--- config.mk ---
export PLATFORM = sky130hd
export DESIGN_NAME = button_debounce_multi
export DESIGN_NICKNAME = d
export VERILOG_FILES = /design/src/rtl/button_pkg.sv /design/src/rtl/button_debounce_ch.sv /design/src/rtl/button_debounce_multi.sv
export SDC_FILE = /design/constraint.sdc
export NUM_CORES = 1
export LEC_CHECK = 0
export CAP_MARGIN = 20
export CORE_AREA = 2 2 116 118
export DETAILED_ROUTE_END_ITERATION = 6
export DIE_AREA = 0 0 118 120
export HOLD_SLACK_MARGIN = 0.15
export PLACE_DENSITY_LB_ADDON = 0.3
export SYNTH_ARGS = -nofsm -noshare
export SYNTH_HDL_FRONTEND = slang
export SYNTH_SLANG_ARGS = --single-unit
--- constraint.sdc ---
create_clock -name clk -period 2.2 [get_ports clk]
set_input_delay 0.33 -clock clk [delete_from_list [all_inputs] [get_ports clk]]
set_output_delay 0.33 -clock clk [all_outputs]
set_load 0.1 [all_outputs]
--- src/rtl/button_pkg.sv ---
// button_pkg: shared types and helpers for the multi-channel button conditioner.
//   btn_state_t : per-channel debounce FSM state encoding (2 bits)
//   cnt_width() : width of the debounce counter (and repeat counter when built in)
// Optional feature macro: BUTTON_DEBOUNCE_MULTI_AUTO_REPEAT_EN
package button_pkg;

  typedef enum logic [1:0] {
    IDLE_LO = 2'd0,
    PEND_HI = 2'd1,
    HELD_HI = 2'd2,
    PEND_LO = 2'd3
  } btn_state_t;

`ifdef BUTTON_DEBOUNCE_MULTI_AUTO_REPEAT_EN
  localparam bit AUTO_REPEAT_EN = 1'b1;
`else
  localparam bit AUTO_REPEAT_EN = 1'b0;
`endif

  // One counter width serves both the debounce and the repeat counters, so
  // it must span the largest terminal count that is actually synthesised.
  function automatic int cnt_width(input int debounce, input int rdelay,
                                   input int rperiod, input bit repeat_en);
    int span;
    span = debounce;
    if (repeat_en) begin
      if (rdelay > span) span = rdelay;
      if (rperiod > span) span = rperiod;
    end
    return (span < 1) ? 1 : $clog2(span + 1);
  endfunction

endpackage

--- src/rtl/button_debounce_ch.sv ---
// button_debounce_ch: one push-button channel.
//   clk            : system clock
//   reset          : asynchronous active-low reset
//   btn_raw        : raw asynchronous button input, active-high
//   btn_level      : debounced level
//   btn_press      : one-cycle pulse on accepted press (and repeat ticks)
//   btn_release    : one-cycle pulse on accepted release
//   btn_press_next : next-cycle value of btn_press, lets the parent register
//                    an OR of all channels in the same cycle as btn_press
// Optional feature macro: BUTTON_DEBOUNCE_MULTI_AUTO_REPEAT_EN (auto-repeat
// while held).
//
// state   | meaning
// IDLE_LO | level 0, input stable low
// PEND_HI | level 0, counting consecutive high samples
// HELD_HI | level 1, input stable high
// PEND_LO | level 1, counting consecutive low samples
module button_debounce_ch #(
  parameter int DEBOUNCE_CYCLES = 10000000,
`ifdef BUTTON_DEBOUNCE_MULTI_AUTO_REPEAT_EN
  parameter int REPEAT_DELAY    = 50000000,
  parameter int REPEAT_PERIOD   = 10000000,
`endif
  parameter int CNT_W           = 24
) (
  input  logic clk,
  input  logic reset,
  input  logic btn_raw,
  output logic btn_level,
  output logic btn_press,
  output logic btn_release,
  output logic btn_press_next
);
  import button_pkg::*;

  logic             sync_q1, sync_q2;
  btn_state_t       state_q, state_d;
  logic [CNT_W-1:0] cnt_q, cnt_d;
  logic             level_d, release_d;

  localparam logic [CNT_W-1:0] CNT_TC  = CNT_W'(DEBOUNCE_CYCLES);
  localparam logic [CNT_W-1:0] CNT_ONE = CNT_W'(1);

`ifdef BUTTON_DEBOUNCE_MULTI_AUTO_REPEAT_EN
  localparam logic [CNT_W-1:0] REP_DELAY_TC  = CNT_W'(REPEAT_DELAY - 1);
  localparam logic [CNT_W-1:0] REP_PERIOD_TC = CNT_W'(REPEAT_PERIOD - 1);
  logic [CNT_W-1:0] rep_q, rep_d;
  logic             rep_phase_q, rep_phase_d;  // 0: waiting for first repeat
`endif

  always_ff @(posedge clk or negedge reset) begin
    if (!reset) begin
      sync_q1 <= 1'b0;
      sync_q2 <= 1'b0;
    end else begin
      sync_q1 <= btn_raw;
      sync_q2 <= sync_q1;
    end
  end

  always_ff @(posedge clk or negedge reset) begin
    if (!reset) begin
      state_q     <= IDLE_LO;
      cnt_q       <= '0;
      btn_level   <= 1'b0;
      btn_press   <= 1'b0;
      btn_release <= 1'b0;
    end else begin
      state_q     <= state_d;
      cnt_q       <= cnt_d;
      btn_level   <= level_d;
      btn_press   <= btn_press_next;
      btn_release <= release_d;
    end
  end

`ifdef BUTTON_DEBOUNCE_MULTI_AUTO_REPEAT_EN
  always_ff @(posedge clk or negedge reset) begin
    if (!reset) begin
      rep_q       <= '0;
      rep_phase_q <= 1'b0;
    end else begin
      rep_q       <= rep_d;
      rep_phase_q <= rep_phase_d;
    end
  end
`endif

  always_comb begin
    state_d        = state_q;
    cnt_d          = cnt_q;
    level_d        = btn_level;
    btn_press_next = 1'b0;
    release_d      = 1'b0;
    case (state_q)
      IDLE_LO: begin
        if (sync_q2) begin
          state_d = PEND_HI;
          cnt_d   = CNT_ONE;
        end else begin
          cnt_d   = '0;
        end
      end
      PEND_HI: begin
        if (!sync_q2) begin
          state_d = IDLE_LO;
          cnt_d   = '0;
        end else if (cnt_q == CNT_TC) begin
          state_d        = HELD_HI;
          cnt_d          = '0;
          level_d        = 1'b1;
          btn_press_next = 1'b1;
        end else begin
          cnt_d   = cnt_q + CNT_ONE;
        end
      end
      HELD_HI: begin
        if (!sync_q2) begin
          state_d = PEND_LO;
          cnt_d   = CNT_ONE;
        end
      end
      PEND_LO: begin
        if (sync_q2) begin
          state_d = HELD_HI;
          cnt_d   = '0;
        end else if (cnt_q == CNT_TC) begin
          state_d   = IDLE_LO;
          cnt_d     = '0;
          level_d   = 1'b0;
          release_d = 1'b1;
        end else begin
          cnt_d     = cnt_q + CNT_ONE;
        end
      end
      default: begin
        state_d = IDLE_LO;
        cnt_d   = '0;
      end
    endcase

`ifdef BUTTON_DEBOUNCE_MULTI_AUTO_REPEAT_EN
    // Repeat counter only advances while settled in HELD_HI; any other cycle
    // (including the entry cycle) holds it at zero so REPEAT_DELAY restarts.
    rep_d       = '0;
    rep_phase_d = 1'b0;
    if (state_q == HELD_HI && sync_q2) begin
      rep_phase_d = rep_phase_q;
      if (rep_q == (rep_phase_q ? REP_PERIOD_TC : REP_DELAY_TC)) begin
        btn_press_next = 1'b1;
        rep_d          = '0;
        rep_phase_d    = 1'b1;
      end else begin
        rep_d          = rep_q + CNT_ONE;
      end
    end
`endif
  end

endmodule

--- src/rtl/button_debounce_multi.sv ---
// button_debounce_multi: N-channel push-button conditioner.
//   clk           : system clock
//   reset         : asynchronous active-low reset
//   btn_in        : raw button inputs, active-high, one bit per channel
//   btn_level     : debounced level per channel
//   btn_press     : one-cycle pulse per accepted press (and repeat ticks)
//   btn_release   : one-cycle pulse per accepted release
//   btn_any_press : OR of btn_press, registered in the same cycle
// Optional feature macro: BUTTON_DEBOUNCE_MULTI_AUTO_REPEAT_EN (auto-repeat
// while a button is held).
module button_debounce_multi #(
  parameter int N_CH            = 4,
  parameter int DEBOUNCE_CYCLES = 10000000,
  parameter int REPEAT_DELAY    = 50000000,
  parameter int REPEAT_PERIOD   = 10000000
) (
  input  logic            clk,
  input  logic            reset,
  input  logic [N_CH-1:0] btn_in,
  output logic [N_CH-1:0] btn_level,
  output logic [N_CH-1:0] btn_press,
  output logic [N_CH-1:0] btn_release,
  output logic            btn_any_press
);
  import button_pkg::*;

  localparam int CNT_W = cnt_width(DEBOUNCE_CYCLES, REPEAT_DELAY, REPEAT_PERIOD,
                                   AUTO_REPEAT_EN);

  logic [N_CH-1:0] press_next;

  for (genvar g = 0; g < N_CH; g++) begin : g_ch
    button_debounce_ch #(
      .DEBOUNCE_CYCLES(DEBOUNCE_CYCLES),
`ifdef BUTTON_DEBOUNCE_MULTI_AUTO_REPEAT_EN
      .REPEAT_DELAY   (REPEAT_DELAY),
      .REPEAT_PERIOD  (REPEAT_PERIOD),
`endif
      .CNT_W          (CNT_W)
    ) u_ch (
      .clk           (clk),
      .reset         (reset),
      .btn_raw       (btn_in[g]),
      .btn_level     (btn_level[g]),
      .btn_press     (btn_press[g]),
      .btn_release   (btn_release[g]),
      .btn_press_next(press_next[g])
    );
  end

  // Built from the channels' next-press terms so it lines up with btn_press.
  always_ff @(posedge clk or negedge reset) begin
    if (!reset) btn_any_press <= 1'b0;
    else        btn_any_press <= |press_next;
  end

endmodule

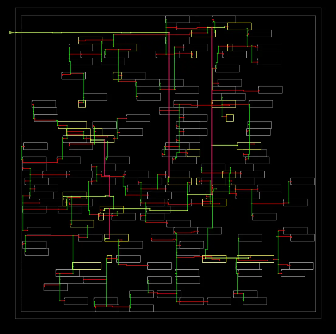
Fig. 1. The clock network (run 1).
clock skew: 0.00527 ns
clk ins delay skew pair: 0.41 ns
CLK BUF: 22
Seq cells: 125

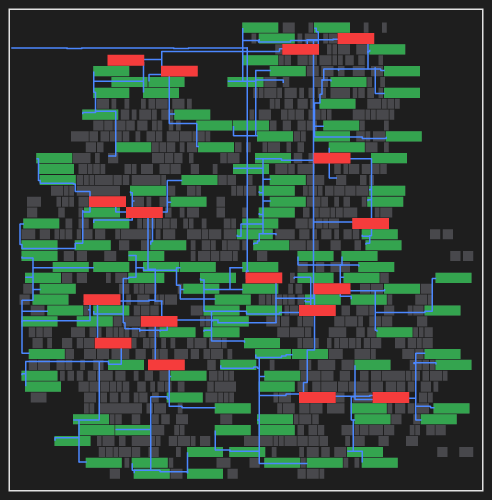
Fig. 2. Clock network drawn from the DEF (run 1).
Drawn at 4 px/um.
legend:
  flip-flops:
    colour: green
    count: 125
  clock wires:
    colour: blue
    length: 1,590 um
  clock-net drivers:
    colour: red
    count: 17
routed clock nets: 18
P_clk: 0.00274 W
clock network fraction of total power: 0.514

==> changes_impl.md, run 1 <==
### Changed

* Status: completed
* I/O pins at 19
* Hold Crit Class: primary input to async pin
* YS chip area at between 0.006 and 0.007 mm^2
* Setup WS pre-CTS at between 0.02 and 0.025 ns
* GRT met1 Usage at 0.252
* R2R Setup Slk at 0.05 ns
* Arrival time at the worst endpoint at 2.45 ns
* Critical Path Sink: g_ch[0].u_ch.cnt_q[15]$_DFFE_PN0P_
* Slew headroom at 0.736
* Cells after DPL at ~870
* Area fraction in mux cells at 0.00516
* Top-count cell post-synth: dfrtp_1
* Layout Nets at around 730
* Area leader, netlist: dfrtp_1
* Xor/xnor cell area share of the yosys netlist at 0.110
* Row Count at 42
* Ys flop type: dfrtp_1
* TritonCTS clock tree: yes
* Dpl cell area at 0.00683 mm^2
* Die Area at approximately 0.014 mm^2
* Gpl congestion at between 0.8 and 0.9
* DP HPWL at 8800 um
* Total Power at 0.00534 W
* CTS root buffer: clkbuf_16
* Pin count of the biggest net entering global routing at between 60 and 70
* Share of cells above drive strength 1 at 0.148
* Cts bufs inserted at 17
* Yosys warning tally at 0
* Clk buf depth at 2
* Yosys simple share at 0.277
* Critical R2R Launch: g_ch[0].u_ch.cnt_q[17]$_DFFE_PN0P_
* Cell count after synthesis at around 670
* Aoi share at 0.0546
* Main logic family after synthesis: simple AND/OR/NAND/NOR gates
* Adder-cell area share of the yosys netlist at 0.0159
* M1 WL at 6070 um
* Clk sinks at roughly 130
* Max-slew violations at 0
* Layout area overhead at 19.1%
* Initial antenna violation count at 0
* Final core occ at 0.578
* Pint at ~0.0042 W
* Vias/cell at 5.24
* Metal3 WL at approximately 330 um
* Top cells by area: dfrtp_1 (50%), nor2_1 (6.6%), xor2_1 (6.1%)
* FFs w/ async S/R, synth at 1.00
* Synth cell count leaders: dfrtp_1 (125), nor2_1 (111), nand2_1 (57)
* Maximum clock rate at about 470 MHz
* Sequential fraction of design power at 0.442
* Syn nets at just under 700
* Die Y-Extent at about 120 um
* Sw power at ~0.0012 W
* FF+latch count, synth at ~130
* Critical Path Start: g_ch[0].u_ch.cnt_q[17]$_DFFE_PN0P_
* Initial detailed-routing violation count at around 230
* Count of port buffers added during placement at 18
* R2R Path End: g_ch[0].u_ch.cnt_q[15]$_DFFE_PN0P_
* Yosys stat cell total at about 670
* GRT Residual Overflow at 0
* P per Cell Area at slightly above 700 mW/mm^2
* Routed wl met2 at a little over 6000 um
* Most frequent cells in the layout: dfrtp_1 (125), nor2_1 (110), nand2_1 (56)
* Tally of OpenROAD warnings at 31
* Setup CP Type: register to register
* Post-DRT Antenna Nets at 0
* Non-Filler Instances at between 900 and 1,000
* Final period util at 0.976
* H-Tree Depth at 4
* Comb power frac at 0.044
* Syn Area/Cell at roughly 9.5 um^2
* Tmin final at about 2.1 ns
* Syn Std Cell Area at between 0.006 and 0.007 mm^2
* Die width at roughly 120 um
* Grt met3 use at 0.0490
* RSZ-0062 raised after global routing: yes
* Maxcap violations at 0
* Distinct lib cells used at 46
* Final hold vios at 0
* First-pass GRT wire length at between 20,000 and 25,000 um
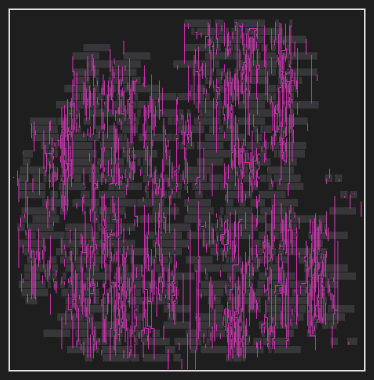
Fig. 3. Met2 routing (run 1).
Drawn at 3 px/um. Cells faint in the background.
share of all routed wire: 48%
main direction: vertical
wire length on this layer: 6,110 um
nets with wire on the layer: 595
final WL: 12,700 um
grt met2 use: 0.306
via count: 4,749

-- run 1: critical path: stages, from the launching register on --
cell and delay, ns:
dfrtp_1 0.37, or4b_4 0.54, o41a_1 0.49, a21oi_2 0.20
buf_4 0.13, a21oi_1 0.03, a211o_1 0.25
-- run 1: cell type report --
type	count	area [um^2]	area share
clock inverters	10	113	0.0150
flip-flops and latches	125	3130	0.417
inverters	22	82.6	0.0110
well taps	176	220	0.0293
repair buffers	63	512	0.0682
clock buffers	22	474	0.0632
multi-input cells	489	2980	0.397
-- run 1: power by group through the flow --
stage               sequential (W)  combinational, W  clock, W
floorplan                  0.00239          0.000126         0
global placement           0.00240          0.000226         0
detailed placement         0.00240          0.000232         0
CTS                        0.00236          0.000234   0.00279
global route               0.00236          0.000271   0.00291
finish                     0.00236          0.000234   0.00274
Fig. 4: run 1, I/O pins on the die edge
Drawn at 2 px/um. Pins as bars across the die edge, other pins in grey.
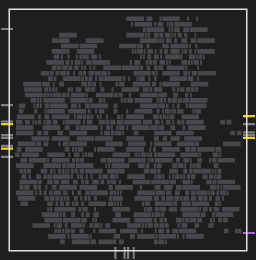

==> inputs of run 2 (changes only) <==
Settings changed: CELL_PAD_IN_SITES_DETAIL_PLACEMENT from default to 1, CELL_PAD_IN_SITES_GLOBAL_PLACEMENT from default to 1, CORE_AREA 2 2 116 118 to 2 2 118 120, DIE_AREA 0 0 118 120 to 0 0 120 122, SLEW_MARGIN from default to 15.
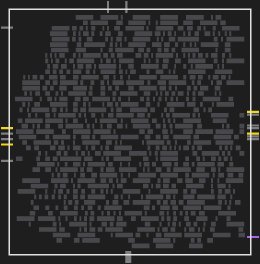
Fig. 5. I/O pins on the die edge (run 2).
Drawn at 2 px/um. Pins as bars across the die edge, other pins in grey.
legend:
  btn_level:
    colour: yellow
    pins: 4
    direction: output
    edge: 2 right, 2 left
  reset:
    colour: purple
    pins: 1
    direction: input
    edge: right
all pins by edge: 8 right, 6 left, 3 bottom, 2 top
count of port buffers added during placement: 18
Die Y-Extent: 122 um

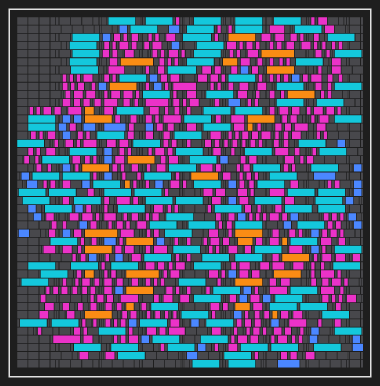
Fig. 6. Cell classes on the final placement (run 2).
Drawn at 3 px/um. Fill, decap, tap and diode cells in grey.
legend:
  remaining logic cells:
    colour: magenta
    cells: 511
  remaining buffers and delay cells:
    colour: blue
    cells: 68
  clock drivers and dummy loads:
    colour: orange
    cells: 31
  sequential cells:
    colour: cyan
    cells: 125
Row Count: 43
design area: 0.00768 mm^2
final core occ: 0.569
Seq area share: 0.407

==> run 2 against run 1 <==
- hold slack better by 0.022 ns
- wire length up 30%
- sequential share of layout area decreased by 0.93 points
- count of clock-buffer cells in the layout down 2
- critical path type unchanged
- critical path depth shrank 1
- worst setup slack better by 0.012 ns
- power is 5.8% higher
- largest power group unchanged
==> changes_impl.md, run 2 <==
### Changed

* Status: completed
* Max-slew violations at 0
* H-Tree Depth at 4
* FF+latch count, synth at between 100 and 150
* Tmin final at 2.14 ns
* Yosys warning tally at 0
* FFs w/ async S/R, synth at 1.00
* YS chip area at between 0.006 and 0.007 mm^2
* CP cell instances: or4b_4, o41a_1, a21oi_4, a21oi_2, a211o_1
* Vias/cell at roughly 5.6
* Synth cell count leaders: dfrtp_1 (125), nor2_1 (111), nand2_1 (57)
* Most frequent cells in the layout: dfrtp_1 (123), nor2_1 (110), buf_4 (57)
* Critical R2R Launch: g_ch[0].u_ch.cnt_q[17]$_DFFE_PN0P_
* Initial detailed-routing violation count at 257
* Layout area overhead at 21.9%
* Setup WS pre-CTS at -0.0768 ns
* Adder-cell area share of the yosys netlist at 0.0159
* Initial antenna violation count at 0
* Worst Path Buf+Inv at 0
* GRT Residual Overflow at 0
* Distinct lib cells used at 46
* Arrival time at the worst endpoint at about 2.4 ns
* Area fraction in mux cells at 0.00516
* P per Cell Area at roughly 730 mW/mm^2
* Setup CP Type: register to register
* Area leader, netlist: dfrtp_1
* Syn nets at 680
* Clock skew at ~0.0074 ns
* TritonCTS clock tree: yes
* Critical Path Sink: g_ch[0].u_ch.cnt_q[15]$_DFFE_PN0P_
* Syn Std Cell Area at ~0.0063 mm^2
* Cells after DPL at approximately 900
* #MultiIn Comb at 489
* Yosys stat cell total at between 600 and 700
* CP max-delay cell: or4b_4
* First-pass GRT wire length at ~27,000 um
* R2R Path End: g_ch[0].u_ch.cnt_q[15]$_DFFE_PN0P_
* Die width at ~120 um
* Via count at a little over 5,000
* Final WL at approximately 17,000 um
* Top-count cell post-synth: dfrtp_1
* I/O pins at 19
* Main logic family after synthesis: simple AND/OR/NAND/NOR gates
-- run 2: cell counts after synthesis --
No cell type changed its count.
-- run 2: kinds of logic (layout without fill, tap and decap cells) --
kind of cell / count (synthesis) / count (layout)
AOI/OAI and AO/OA: 57 / 57
DFF: 125 / 125
xor gates and xnor gates: 79 / 79
muxes: 3 / 3
buffers and inverters: 52 / 121
and+or+nand+nor: 342 / 342
adders and majority gates: 8 / 8
-- run 2: power breakdown --
part / leakage, nW / switching (W) / total [W] / internal (W)
Sequential: 1.71 / 0.0000292 / 0.00236 / 0.00233
Clock: 0.312 / 0.00105 / 0.00302 / 0.00197
Combinational: 1.32 / 0.000164 / 0.000262 / 0.0000980
Fig. 7: run 2, clock network drawn from the DEF
Drawn at 4 px/um.
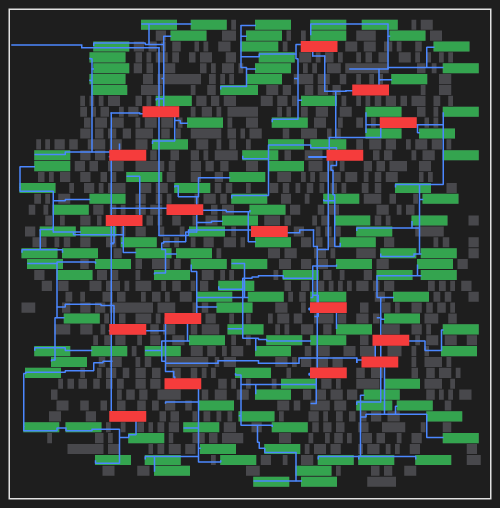

==> inputs of run 3 (changes only) <==
Settings changed: CORE_AREA 2 2 118 120 to 2 2 116 118, DIE_AREA 0 0 120 122 to 0 0 118 120.
Clock period 2.2 ns to 2.6 ns, I/O delays scaled along.
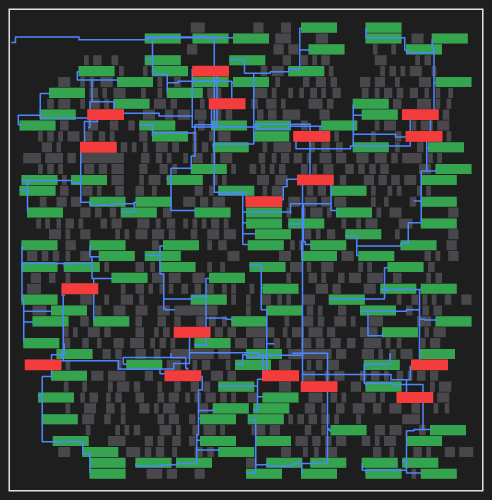
Fig. 8. Clock network drawn from the DEF (run 3).
Drawn at 4 px/um.
legend:
  clock-net drivers:
    colour: red
    count: 17
  clock wires:
    colour: blue
    length: 1,610 um
  flip-flops:
    colour: green
    count: 125
flops lie: all over the die
routed clock nets: 18
clk ins delay skew pair: 0.42 ns
clock network fraction of total power: 0.528
P_clk: 0.00243 W

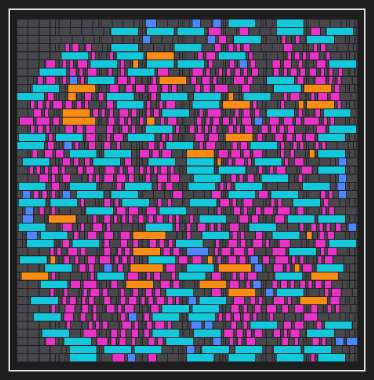
Fig. 9. Cell classes on the final placement (run 3).
Drawn at 3 px/um. Fill, decap, tap and diode cells in grey.
legend:
  sequential cells:
    colour: cyan
    cells: 125
  clock drivers and dummy loads:
    colour: orange
    cells: 32
  remaining logic cells:
    colour: magenta
    cells: 511
  remaining buffers and delay cells:
    colour: blue
    cells: 34
Row Count: 42
core area: 0.0130 mm^2
Seq area share: 0.432
design area: 0.00723 mm^2
final core occ: 0.557

==> run 3 against run 2 <==
- cell count decreased by 4.0%
- worst setup slack improved by 0.13 ns
- highest routed layer unchanged
- design area decreased by 5.8%
- largest cell class unchanged
- critical path type unchanged
- combinational power decreased by 39%
- first-iteration DRC count increased by 6.2%
==> changes_impl.md, run 3 <==
### Changed

* MI comb area at between 0.002 and 0.003 mm^2
* Yosys stat cell total at approximately 670
* Dpl cell area at 0.00661 mm^2
* Share of cells above drive strength 1 at 0.101
* Buffering overhead at 0.0387
* Buffers excl. clock at 34
* Yosys warning tally at 0
* Seq cells at between 100 and 150
* Cells after DPL at 845
* Initial antenna violation count at 0
* Critical path depth in cells at 7
* Syn Area/Cell at ~9.5 um^2
* Routed wl met2 at about 7800 um
* Combinational fraction of the cell area at 0.403
* Arrival time at the worst endpoint at between 2 and 3 ns
* Status: completed
* Cell count after synthesis at about 670
* Critical Path Sink: g_ch[0].u_ch.cnt_q[11]$_DFFE_PN0P_
* Sequential fraction of design power at 0.438
* Pin count of the biggest net entering global routing at just over 60
* First-pass GRT wire length at around 26,000 um
* Metal3 WL at 399 um
* CLK BUF at 18
* Syn nets at a little under 700
* R2R Path End: g_ch[0].u_ch.cnt_q[11]$_DFFE_PN0P_
* FF+latch count, synth at approximately 130
* Top-count cell post-synth: dfrtp_1
* I/O pins at 19
* Leading cell kind: flip-flops and latches
* Gpl congestion at 0.840
* Post-DRT Antenna Nets at 0
* Clk sinks at around 130
* Tmin final at 2.41 ns
* GRT met1 Usage at 0.272
* Layout Nets at 703
* Maximum clock rate at between 400 and 500 MHz
* Layout clock area frac at 0.0835
* Sw power at 0.000997 W
* Setup WS pre-CTS at around 0.20 ns
* P per Cell Area at 637 mW/mm^2
* Cts bufs inserted at 17
-- run 3: cell counts after synthesis --
No cell type changed its count.
-- run 3: cell families (layout without fill, tap and decap cells) --
logic type / after synthesis / after routing / share of synthesized area
muxes: 3 / 3 / 0.00516
DFF: 125 / 125 / 0.496
AOI/OAI and AO/OA: 57 / 57 / 0.0546
adders and majority gates: 8 / 8 / 0.0159
and+or+nand+nor: 342 / 342 / 0.277
buffers and inverters: 52 / 88 / 0.0413
xor gates and xnor gates: 79 / 79 / 0.110
-- run 3: power groups by stage --
stage / registers [W] / clock network (W) / logic, W
floorplan: 0.00202 / 0 / 0.000107
global placement: 0.00204 / 0 / 0.000153
detailed placement: 0.00205 / 0 / 0.000160
CTS: 0.00202 / 0.00247 / 0.000165
global route: 0.00202 / 0.00257 / 0.000183
finish: 0.00202 / 0.00243 / 0.000160
Power is estimated from default activity; no workload was simulated.
